[src/rtl/dvma_mem_arbiter_if.sv]
// dvma_mem_arbiter_if
//   Bundles the request, status and acknowledge signals shared between the
//   memory arbiter and the logic around it: the DVMA decoder, the CPU cycle
//   logic and the DRAM/parity controller.
//
//   Request side (driven by the master modport):
//     cpu_req, dvma_req, dvma_wr, en_dvma, proterr, parerr
//   Arbiter side (driven by the slave modport, which is the arbiter itself):
//     aen, xen, cyc[CW-1:0], c_s7, mem_start, cpu_ack, xack, dvma_err,
//     last_owner
interface dvma_mem_arbiter_if #(
    parameter int CW = 3
);
    logic          cpu_req;
    logic          dvma_req;
    logic          dvma_wr;
    logic          en_dvma;
    logic          proterr;
    logic          parerr;

    logic          aen;
    logic          xen;
    logic [CW-1:0] cyc;
    logic          c_s7;
    logic          mem_start;
    logic          cpu_ack;
    logic          xack;
    logic          dvma_err;
    logic          last_owner;

    modport master (
        output cpu_req, dvma_req, dvma_wr, en_dvma, proterr, parerr,
        input  aen, xen, cyc, c_s7, mem_start, cpu_ack, xack, dvma_err,
               last_owner
    );

    modport slave (
        input  cpu_req, dvma_req, dvma_wr, en_dvma, proterr, parerr,
        output aen, xen, cyc, c_s7, mem_start, cpu_ack, xack, dvma_err,
               last_owner
    );
endinterface

[src/rtl/dvma_mem_arbiter.sv]
// dvma_mem_arbiter
//   Clocked arbiter that hands the on-board memory/parity datapath either to
//   the 68010 CPU or to a Multibus DVMA master. It runs the memory-cycle
//   state counter, acknowledges the CPU at the end of its cycle, and keeps
//   the Multibus acknowledge up until the Multibus command drops.
//
//   Ports:
//     clk    - system clock
//     reset  - synchronous, active-high
//     bus    - dvma_mem_arbiter_if.slave: requests and error inputs in,
//              ownership enables, cycle counter and acknowledges out
//
//   Parameters:
//     MEM_STATES   - clocks per memory cycle (2..16)
//     CW           - width of the cycle counter, 2**CW >= MEM_STATES
//     HOLD_TIMEOUT - clocks allowed in DVMA_HOLD before a forced release
module dvma_mem_arbiter #(
    parameter int MEM_STATES   = 8,
    parameter int CW           = 3,
    parameter int HOLD_TIMEOUT = 64
) (
    input logic               clk,
    input logic               reset,
    dvma_mem_arbiter_if.slave bus
);

    localparam int HW = (HOLD_TIMEOUT > 1) ? $clog2(HOLD_TIMEOUT) : 1;
    localparam logic [CW-1:0] CYC_LAST  = CW'(MEM_STATES - 1);
    localparam logic [HW-1:0] HOLD_LAST = HW'(HOLD_TIMEOUT - 1);

    typedef enum logic [2:0] {
        IDLE,
        CPU_RUN,
        DVMA_RUN,
        DVMA_HOLD,
        TURN
    } state_t;

    state_t        state;
    logic          aen_q;
    logic          xen_q;
    logic [CW-1:0] cyc_q;
    logic          c_s7_q;
    logic          mem_start_q;
    logic          cpu_ack_q;
    logic          xack_q;
    logic          dvma_err_q;
    logic          last_owner_q;
    logic          wr_latched;
    logic          req_dropped;
    logic [HW-1:0] hold_cnt;

    logic          dvma_valid;
    logic          dvma_fault;
    logic [CW-1:0] cyc_inc;
    logic          cyc_inc_last;

    assign dvma_valid   = bus.dvma_req & bus.en_dvma;
    // Parity is only meaningful when memory was read back to the master.
    assign dvma_fault   = bus.proterr | (bus.parerr & ~wr_latched);
    assign cyc_inc      = cyc_q + 1'b1;
    assign cyc_inc_last = (cyc_inc == CYC_LAST);

    // Single registered FSM: every output is a flop updated here, so the
    // outputs never glitch and the exclusivity of aen/xen is structural
    // (each is only ever set when entering its own RUN state).
    always_ff @(posedge clk) begin
        if (reset) begin
            state        <= IDLE;
            aen_q        <= 1'b0;
            xen_q        <= 1'b0;
            cyc_q        <= '0;
            c_s7_q       <= 1'b0;
            mem_start_q  <= 1'b0;
            cpu_ack_q    <= 1'b0;
            xack_q       <= 1'b0;
            dvma_err_q   <= 1'b0;
            last_owner_q <= 1'b1;
            wr_latched   <= 1'b0;
            req_dropped  <= 1'b0;
            hold_cnt     <= '0;
        end else begin
            mem_start_q <= 1'b0;
            cpu_ack_q   <= 1'b0;
            dvma_err_q  <= 1'b0;

            case (state)
                IDLE: begin
                    cyc_q  <= '0;
                    c_s7_q <= 1'b0;
                    // Contention goes to whoever did not own memory last.
                    if (bus.cpu_req && (!dvma_valid || last_owner_q)) begin
                        state        <= CPU_RUN;
                        aen_q        <= 1'b1;
                        mem_start_q  <= 1'b1;
                        last_owner_q <= 1'b0;
                    end else if (dvma_valid) begin
                        state        <= DVMA_RUN;
                        xen_q        <= 1'b1;
                        mem_start_q  <= 1'b1;
                        last_owner_q <= 1'b1;
                        wr_latched   <= bus.dvma_wr;
                        req_dropped  <= 1'b0;
                    end
                end

                CPU_RUN: begin
                    if (cyc_q == CYC_LAST) begin
                        state  <= TURN;
                        aen_q  <= 1'b0;
                        cyc_q  <= '0;
                        c_s7_q <= 1'b0;
                    end else begin
                        cyc_q     <= cyc_inc;
                        c_s7_q    <= cyc_inc_last;
                        cpu_ack_q <= cyc_inc_last;
                    end
                end

                DVMA_RUN: begin
                    // The DRAM cycle cannot be aborted, so a dropped request
                    // is only remembered and acted on at the terminal state.
                    if (cyc_q == CYC_LAST) begin
                        cyc_q    <= '0;
                        c_s7_q   <= 1'b0;
                        hold_cnt <= '0;
                        if (req_dropped || !bus.dvma_req) begin
                            state <= TURN;
                            xen_q <= 1'b0;
                        end else begin
                            state      <= DVMA_HOLD;
                            xack_q     <= ~dvma_fault;
                            dvma_err_q <= dvma_fault;
                        end
                    end else begin
                        cyc_q  <= cyc_inc;
                        c_s7_q <= cyc_inc_last;
                        if (!bus.dvma_req) begin
                            req_dropped <= 1'b1;
                        end
                    end
                end

                DVMA_HOLD: begin
                    // Wait for the Multibus command to drop; a master that
                    // never lets go is released by force and flagged.
                    if (!bus.dvma_req) begin
                        state  <= TURN;
                        xen_q  <= 1'b0;
                        xack_q <= 1'b0;
                    end else if (hold_cnt == HOLD_LAST) begin
                        state      <= TURN;
                        xen_q      <= 1'b0;
                        xack_q     <= 1'b0;
                        dvma_err_q <= 1'b1;
                    end else begin
                        hold_cnt <= hold_cnt + 1'b1;
                    end
                end

                TURN: begin
                    state <= IDLE;
                end

                default: begin
                    state  <= IDLE;
                    aen_q  <= 1'b0;
                    xen_q  <= 1'b0;
                    xack_q <= 1'b0;
                    cyc_q  <= '0;
                    c_s7_q <= 1'b0;
                end
            endcase
        end
    end

    assign bus.aen        = aen_q;
    assign bus.xen        = xen_q;
    assign bus.cyc        = cyc_q;
    assign bus.c_s7       = c_s7_q;
    assign bus.mem_start  = mem_start_q;
    assign bus.cpu_ack    = cpu_ack_q;
    assign bus.xack       = xack_q;
    assign bus.dvma_err   = dvma_err_q;
    assign bus.last_owner = last_owner_q;

endmodule

[src/flat_wrapper.sv]
// flat-port wrapper written by rule: the top's interface ports become plain ports
module dvma_mem_arbiter_flat 
#(
    parameter int MEM_STATES   = 8,
    parameter int CW           = 3,
    parameter int HOLD_TIMEOUT = 64
)
  (clk, reset, bus_cpu_req, bus_dvma_req, bus_dvma_wr, bus_en_dvma, bus_proterr, bus_parerr, bus_aen, bus_xen, bus_cyc, bus_c_s7, bus_mem_start, bus_cpu_ack, bus_xack, bus_dvma_err, bus_last_owner);
  dvma_mem_arbiter_if #(.CW(CW)) bus_i ();
  input logic clk;
  input logic reset;
  input wire logic [$bits(bus_i.cpu_req)-1:0] bus_cpu_req;
  input wire logic [$bits(bus_i.dvma_req)-1:0] bus_dvma_req;
  input wire logic [$bits(bus_i.dvma_wr)-1:0] bus_dvma_wr;
  input wire logic [$bits(bus_i.en_dvma)-1:0] bus_en_dvma;
  input wire logic [$bits(bus_i.proterr)-1:0] bus_proterr;
  input wire logic [$bits(bus_i.parerr)-1:0] bus_parerr;
  output wire logic [$bits(bus_i.aen)-1:0] bus_aen;
  output wire logic [$bits(bus_i.xen)-1:0] bus_xen;
  output wire logic [$bits(bus_i.cyc)-1:0] bus_cyc;
  output wire logic [$bits(bus_i.c_s7)-1:0] bus_c_s7;
  output wire logic [$bits(bus_i.mem_start)-1:0] bus_mem_start;
  output wire logic [$bits(bus_i.cpu_ack)-1:0] bus_cpu_ack;
  output wire logic [$bits(bus_i.xack)-1:0] bus_xack;
  output wire logic [$bits(bus_i.dvma_err)-1:0] bus_dvma_err;
  output wire logic [$bits(bus_i.last_owner)-1:0] bus_last_owner;
  assign bus_i.cpu_req = bus_cpu_req;
  assign bus_i.dvma_req = bus_dvma_req;
  assign bus_i.dvma_wr = bus_dvma_wr;
  assign bus_i.en_dvma = bus_en_dvma;
  assign bus_i.proterr = bus_proterr;
  assign bus_i.parerr = bus_parerr;
  assign bus_aen = bus_i.aen;
  assign bus_xen = bus_i.xen;
  assign bus_cyc = bus_i.cyc;
  assign bus_c_s7 = bus_i.c_s7;
  assign bus_mem_start = bus_i.mem_start;
  assign bus_cpu_ack = bus_i.cpu_ack;
  assign bus_xack = bus_i.xack;
  assign bus_dvma_err = bus_i.dvma_err;
  assign bus_last_owner = bus_i.last_owner;
  dvma_mem_arbiter #(.MEM_STATES(MEM_STATES), .CW(CW), .HOLD_TIMEOUT(HOLD_TIMEOUT)) u_core (.clk(clk), .reset(reset), .bus(bus_i));
endmodule
[config.mk]
export PLATFORM = sky130hd
export DESIGN_NAME = dvma_mem_arbiter_flat
export DESIGN_NICKNAME = d
export VERILOG_FILES = /design/src/rtl/dvma_mem_arbiter_if.sv /design/src/rtl/dvma_mem_arbiter.sv /design/src/flat_wrapper.sv
export SDC_FILE = /design/constraint.sdc
export NUM_CORES = 1
export LEC_CHECK = 0
export ABC_AREA = 1
export CAP_MARGIN = 10
export CORE_MARGIN = 5
export CORE_UTILIZATION = 30
export DETAILED_ROUTE_END_ITERATION = 10
export HOLD_SLACK_MARGIN = 0.08
export SYNTH_ARGS = -nofsm -noshare
export SYNTH_HDL_FRONTEND = slang
export SYNTH_SLANG_ARGS = --single-unit
export TNS_END_PERCENT = 1
[constraint.sdc]
create_clock -name clk -period 1.6 [get_ports clk]
set_input_delay 0.32 -clock clk [delete_from_list [all_inputs] [get_ports clk]]
set_output_delay 0.32 -clock clk [all_outputs]
set_load 0.005 [all_outputs]
==> results.txt <==
run metrics: Comb area share roughly two fifths, Worst Min Path Start u_core.wr_latched, Synthesized Nets approximately 200, CP Class flop to primary output, P_leak between 0.7 and 0.8 nW, FP Util 30.47%, fillers roughly 390, final wirelength approximately 2900 um, status complete, no violations, Slew Viols, Final 0, Peak Freq about 0.65 GHz, crit-path cells buf_4, clkdlybuf4s50_1, Crit Path Max Fanout 3, GRT met1 Usage 13.72%, Synth Register Bits 22, M1 wire length between 1000 and 1500 um, CTS tree yes, CTS sink count 22, met3 usage 2.736%, synthesized instance count between 150 and 200, share of cells above drive strength 1 ~20%, Synth Warn # 0, Endpoint, Worst Hold u_core.wr_latched, post-synthesis adder-cell area fraction 4.167%, critical path depth in cells 2, XOR/XNOR Fraction of Synth Area less than 1%, Cell variety after synth 22, Async SR Flop Fraction 0%, WL met2 1409 um, Logic Gate Count around 130, Simple Share, Synth between 30% and 40%, switching share of power a little over two fifths, # IOs 19, count of library flops with an enable pin 0, Post-Place Cells around 260, r2r startpoint u_core.hold_cnt[0], max reg flops 6, Routed met3 length roughly 80 um, r2r setup slk between 0.1 and 0.15 ns, switching power around 0.0010 W, placed cell areas roughly 1500 um2, Final Power around 0.0024 W, R2R Path End u_core.hold_cnt[3], H-Tree Depth 1, slowest CP cell clkdlybuf4s50_1, uppermost layer routed met4, n_diodes 0, AND-OR/OR-AND Cells, Area Fraction roughly 13%, hold slack around 0.46 ns, sequential fraction of design power roughly 31%, final instance count without filler cells between 200 and 300, relative slew slack between 80% and 90%, dominant kind of cell logic gates, Worst setup EP type primary output, worst vdd ir around 0.6 mV, pwr/cell area around 1500 nW/um2, Detail Route Antenna Nets 0, post-synth top area cell dfxtp_1, FF/Latch Area 442.9 um2, die area 5369 um2, Crit path max-delay family buffers and inverters, Worst Reg-to-Reg Cells 8, TritonRoute pass-1 iters 4, max incr delay on CP 0.49 ns, Crit path arrival time 1.22 ns, Critical Path RT ~1.3 ns, Post-CTS Setup Bufs 0, DR vias 1243, Synth top area share a little under two fifths, Pint about 0.0014 W, Critical Path Source Type flop, setup violators final 0, clock root buffer clkbuf_8, CP endpoint bus_cyc[1], min-delay worst type flop to flop, logic area around 660 um2, CP bufs+invs 2, most numerous logic cell after layout nand2_1, total CTS buffers 3, max-cap viol count 0, Logic pwr share a little over half, most flop-heavy register u_core.hold_cnt, Layout area overhead 35.94%, largest net degree at the start of global routing 13, routed vias/inst around 4.6, Yosys chip area 1201 um2, CTS max path bufs 2, ys flop type dfxtp_1, Post-CTS Hold Buffers 0, OpenROAD warning count 27, post-layout period usage of the worst path between 90 and 100%, sequential area share after synthesis around 37%, FFs & Latches 22, # Cells Yosys 185, Clock Pin Slew Worst Setup and Hold Paths about 0.080 ns, min cycle time layout 1.536 ns, clock network contribution to total cell area under 10%, P_seq roughly 0.00074 W, HPWL after DPL 2329 um, MUX area fraction 0%, post-route setup TNS 0 ns, first-pass GRT wire length roughly 5000 um, buffering overhead 17.93%
**Track usage over the die**

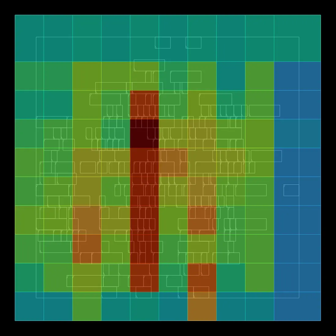
GRT met2 Usage: 20.85%
routed len/inst: 10.79 um
GR Util All Layers: 11.93%
fin util: 41.42%
busiest layer in global routing: met2

**Pin placement**

Pins as bars across the die edge, other pins in grey.
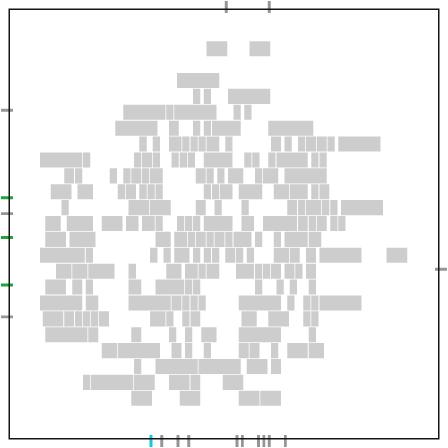
| port | colour | pins | direction | edge |
|---|---|---|---|---|
| bus_cyc | green | 3 | output | left |
| bus_aen | cyan | 1 | output | bottom |
I/O Buffers: 18
Die Span Y: 73.28 um
die width: 73.28 um

**Clock network drawn from the DEF**

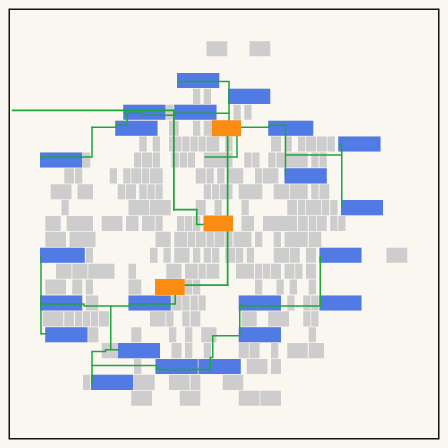
[cells driving clock nets] orange | count: 3
[clock wires] green | length: 322 um
[flip-flops] blue | count: 22
routed clock nets: 4
Clk pwr share: 17.0%
Setup Skew: 0.003738 ns
clock network power: 0.000405 W
Latency at later pin: 0.27 ns

**Placement by cell class**

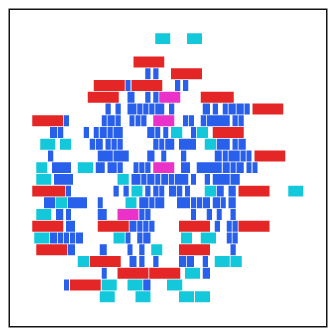
| class | colour | cells |
|---|---|---|
| clock drivers and dummy loads | magenta | 4 |
| flip-flops | red | 22 |
| other buffers and delay cells | cyan | 33 |
| all other logic | blue | 161 |
flop share of the area: 27.13%
final instance area: 1633 um2
# rows: 23

No activity file was given, so power comes from the tool's default toggle rates.
